Run 1, metal 3:
Bar = 20 µm.
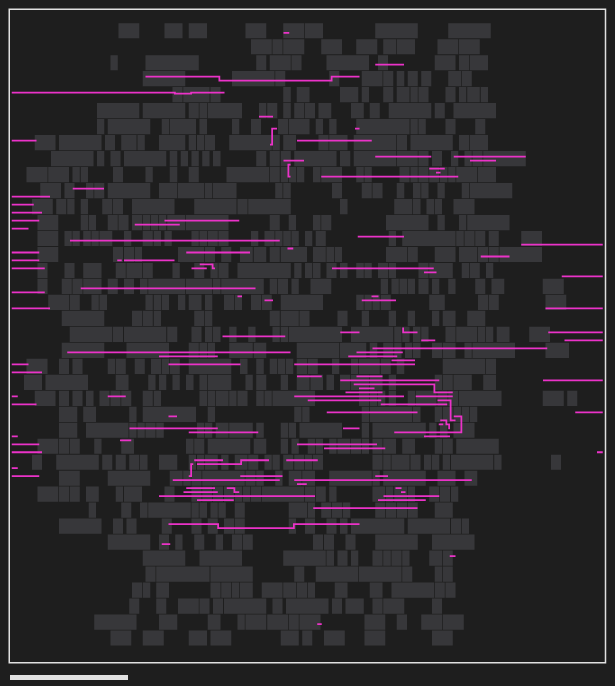
Run 1, routed clock nets over the placement:
Bar = 20 µm.
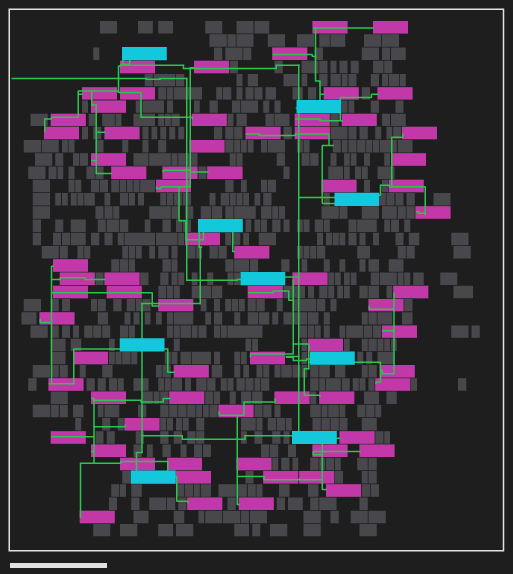
Run 1, routed metal, one colour a layer:
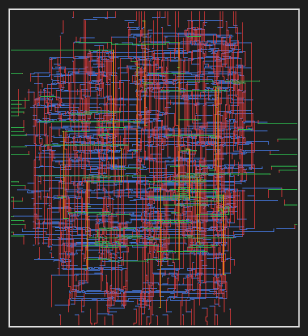
Run 1, M2 wires:
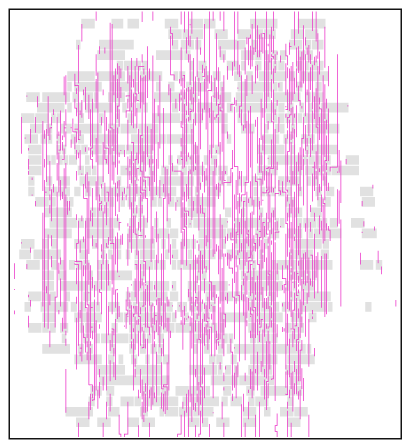
==> config.mk <==
export PLATFORM = sky130hd
export DESIGN_NAME = timer_counter
export DESIGN_NICKNAME = d
export VERILOG_FILES = /design/src/rtl/timer_counter.sv
export SDC_FILE = /design/constraint.sdc
export NUM_CORES = 1
export LEC_CHECK = 0
export ABC_AREA = 1
export CORE_ASPECT_RATIO = 1.1
export CORE_MARGIN = 2
export CORE_UTILIZATION = 40
export DETAILED_ROUTE_END_ITERATION = 8
export GPL_TIMING_DRIVEN = 0
export PLACE_DENSITY = 0.77
export SETUP_SLACK_MARGIN = 0.15
export SLEW_MARGIN = 40
export SYNTH_ARGS = -nofsm -noshare
export SYNTH_HDL_FRONTEND = slang
export SYNTH_SLANG_ARGS = --single-unit
==> constraint.sdc <==
create_clock -name clk -period 2.46 [get_ports clk]
set_clock_uncertainty 0.2 [all_clocks]
set_input_delay 0.246 -clock clk [delete_from_list [all_inputs] [get_ports clk]]
set_output_delay 0.246 -clock clk [all_outputs]
set_load 0.02 [all_outputs]
==> metrics.cfg, run 1 <==
[timing]
whs_ns=0.270
tns_ns=0
worst_pin_slew_ns=0.609
fin_crit_ns=2.24
finalCritPeriodShare_pct=90.9
fmax_ghz=0.447
relSlewSlack_pct=59.4
finalSetupViolations=0
slew_viol_final=0
finalHoldViolCount=0
rsz0062_at_grt=true

[final_layout]
fin_util_pct=51.1
diodes=0
final_area_um2=5240
drive_above_1_share_pct=11.5
area_delta_synth_final_pct=25.8
final_nets=778

[worst_hold_path]
hold_depth=2
hold_class=register to register

[floorplanning]
num_rows=39
fp.dieW_um=101
fp.dieH_um=111
initial_core_util_pct=40.6
core_um2=10200
chipArea_um2=11200

[setup_path]
r2r_cells=10
start_kind=primary input
critPathCaptureType=primary output
critPathMaxFanout=10
cp_data_required_time_ns=2.01
regToRegSetupSlack_ns=0.32
crit_type=primary input to primary output

[place]
io_buffers=69
hpwl_um=10100
routabilityCongestion=0.946
placed_area_um2=5010

[yosys]
ys_area_um2=4160
yosysTopAreaCell=dfxtp_1
netlist_area_um2=4160
ys.flops=71
avgSynthCellArea_um2=6.66
yosys-top-cells-area=dfxtp_1 (34%), a21oi_1 (11%), o21ai_0 (9.0%)
yosys_warnings=0
synth.top_cell.area_share_pct=34.2

[clocking]
clockBufferDepth=2
cts.sinks=71
cts_hold_buffers=0
cts-root-buf=clkbuf_16
cts_resized=47
post_cts_buffers=0
htreeDepth=3
clk_pin_slew_ns=0.05
cts_tree=yes

[pwr]
worst_ir_drop_vdd_v=0.000514
finalPower_mw=6.40
power.leakage_nw=2.14

[drt]
remaining_drc_errors=0
m1WireLength_um=5560
drtIter0Drc=346
first_pass_iters=5
viasPerCell=5.50
dr_wl_met3_um=989
ant_nets=0
route.met2.wl_um=6630

[grt]
antenna_found_initial=0
grt_pass1_wl_um=21600
top_usage_layer=met2
grt_max_degree=11
grt_use_met1_pct=30.3

[status]
outcome=complete, no violations

[job]
cap_violations=0

Back to the opening pictures, 'metal 3':
wire length on this layer: 989 µm
longest straight run: 37.7 µm
share of all routed wire: 7.2%
routing usage on met3: 4.04%
DR vias: 4556

Back to the opening pictures, 'routed clock nets over the placement':
[magenta] flip-flops | count: 71
[green] clock wires | length: 1000 µm
[cyan] clock-net drivers | count: 9
flops lie: all over the die
Clk. pwr: 1.12 mW
clock power share: 17.5%
clk_lat worst skew: 0.34 ns

Back to the opening pictures, 'routed metal, one colour a layer':
| colour | layer | wire length |
|---|---|---|
| blue | M1 | 5560 µm |
| green | M3 | 989 µm |
| orange | M4 | 465 µm |
| red | M2 | 6630 µm |
drt total wl: 13700 µm
total track usage: 24.7%
Routed WL per cell: 16.5 µm

Back to the opening pictures, 'M2 wires':
share of all routed wire: 49%
main direction: vertical
longest straight run: 60.2 µm
nets with wire on the layer: 631
wire length on this layer: 6630 µm
M2 GR Usage: 41.5%

-- run 1: Yosys cell counts, drive strengths merged --
library cell,n
xor2,5
nor3,3
nor2,71
o21ai,78
and2,1
nand2,93
a22oi,1
buf,7
a21oi,101
dfxtp,71
nand3,41
or2,1
nand4,3
o22ai,28
ha,6
clkbuf,24
inv,86
o221ai,4
nor3b,1
-- run 1: cell type report --
type | instances | area, µm²
tap | 123 | 154
buffer | 31 | 155
fill | 1037 | 5010
clock inverter | 3 | 15.0
clock buffer | 9 | 225
multi-input combinational | 437 | 2300
timing repair buffer | 69 | 641
inverter | 86 | 323
sequential | 71 | 1420
-- run 1: logic make-up after synthesis --
kind of cell	share of synthesized area [%]
xor gates and xnor gates	1.05
AOI/OAI and AO/OA	27.8
DFF	34.2
and+or+nand+nor	24.1
adders and majority gates	1.80
buffers and inverters	11.2
-- run 1: placed cells by master (no fill, tap or decap), drive strengths merged, types with 3 or more instances in the layout --
cell / instances
clkbuf: 38
dlygate4sd2: 13
a21oi: 101
nand3: 41
inv: 86
clkdlybuf4s15: 12
buf: 9
nand2: 93
o221ai: 4
nor2: 71
o22ai: 28
clkdlybuf4s50: 37
o21ai: 78
ha: 6
xor2: 5
nor3: 3
dfxtp: 71
clkinv: 3
nand4: 3
-- run 1: power breakdown --
part	switching, mW	total (mW)	internal, mW	leakage [nW]
clock network	0.469	1.12	0.653	0.123
logic	2.49	3.61	1.12	1.43
registers	0.274	1.67	1.39	0.581
total	3.23	6.40	3.17	2.14
-- run 1: worst max-delay path: stages --
cell	delay, ns
clkdlybuf4s50_1	0.47
inv_1	0.06
nor2_2	0.18
inv_1	0.09
buf_2	0.23
o22ai_1	0.16
dlygate4sd2_1	0.35
Run 1, routing congestion:
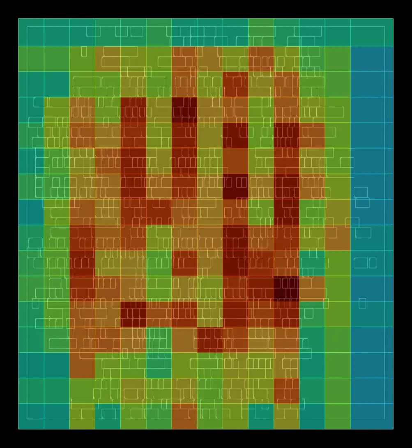

==> run 2: changes to the inputs <==
--- a/config.mk
+++ b/config.mk
@@ -13,6 +13,7 @@
 export GPL_TIMING_DRIVEN = 0
 export PLACE_DENSITY = 0.77
 export SETUP_SLACK_MARGIN = 0.15
+export SKIP_CTS_REPAIR_TIMING = 1
 export SLEW_MARGIN = 40
 export SYNTH_ARGS = -nofsm -noshare
 export SYNTH_HDL_FRONTEND = slang
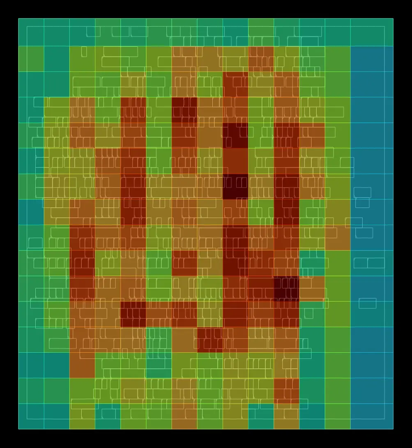
Run 2: routing congestion
M2 GR Usage: 41.2%
Routed WL per cell: 16.4 µm
fin util: 52.3%

==> metrics.cfg, run 2 <==
[setup_path]
path_depth=7
cp_top_family=buffers and inverters
crit_type=primary input to primary output
cpMostUsedCell=inv_1
cp_data_required_time_ns=2.01
regToRegSetupSlack_ns=0.30
r2r_cells=8

[final_layout]
diodes=0
final_area_um2=5360
final_nets=778
layout.cells.most_common=a21oi_1
fillers=1018

[grt]
grt_usage_pct=24.7
grt_pass1_wl_um=21600

[yosys]
ff_type=dfxtp_1
yosysTopAreaCell=dfxtp_1
yosys_warnings=0
yosys-top-cells-area=dfxtp_1 (34%), a21oi_1 (11%), o21ai_0 (9.0%)
edf_count=0
ys_async_sr_fraction_pct=0
netlist_area_um2=4160
ys_top_cells_by_count=a21oi_1 (90), nand2_1 (86), inv_1 (82)

[pwr]
worst_ir_drop_vdd_v=0.000514
power.leakage_nw=2.63

[worst_hold_path]
hold_depth=2

[clocking]
clk_pin_slew_ns=0.05
clockBufferDepth=2
cts-root-buf=clkbuf_16
htreeDepth=3

[drt]
via_count=4557
drtIter0Drc=353
remaining_drc_errors=0
first_pass_iters=6
viasPerCell=5.50

[place]
routabilityCongestion=0.946
io_buffers=69

[timing]
whs_ns=0.269
finalSetupViolations=0
fmax_ghz=0.450

[status]
outcome=complete, no violations

-- run 2: cell counts after synthesis --
No cell type changed its count.
-- run 2: final cells by class --
cell class	instances	area [µm²]	area share, %
multi-input cells	437	2290	42.8
clock inverters	3	15.0	0.280
flip-flops and latches	71	1420	26.5
clock buffers	9	225	4.20
repair buffers	69	771	14.4
plain buffers	31	153	2.85
well taps	123	154	2.87
inverters	86	323	6.03
-- run 2: cells by family (layout without fill, tap and decap cells) --
family,after synthesis,in the layout,share of synthesized area [%]
flops,71,71,34.2
fa+ha+maj,6,6,1.80
compound gates,212,212,27.8
buf+inv,117,198,11.2
xor+xnor,5,5,1.05
simple gates,214,214,24.1
-- run 2: layer usage --
metal / up-vias / GRT usage, %
met5: - / 0
met4: 0 / 12.4
met3: 37 / 4.10
met2: 190 / 41.2
met1: 2082 / 30.3
li1: 2248 / -
-- run 2: power by group --
part | switching (mW) | internal [mW] | total (mW)
Clock | 0.463 | 0.652 | 1.12
Sequential | 0.272 | 1.39 | 1.67
Combinational | 2.49 | 1.15 | 3.64
-- run 2: tightest hold or removal path, stage by stage (launching register included) --
cell and delay (ns):
dfxtp_1 0.31, inv_1 0.06, a21oi_1 0.05
-- run 2: metrics by stage --
step | TNS [ns] | setup slack, ns | instances | power (mW) | util, %
CTS | -10.52 | -0.405 | 829 | 6.33 | 51.2
floorplan | 0 | 0.630 | 625 | 4.21 | -
detailed placement | -10.20 | -0.396 | 817 | 5.19 | 48.9
finish | 0 | 0.239 | 829 | 6.42 | 52.3
global placement | -10.58 | -0.417 | 817 | 5.11 | 48.9
global route | 0 | 0.163 | 829 | 6.89 | 52.3
Power is estimated from default activity; no workload was simulated.
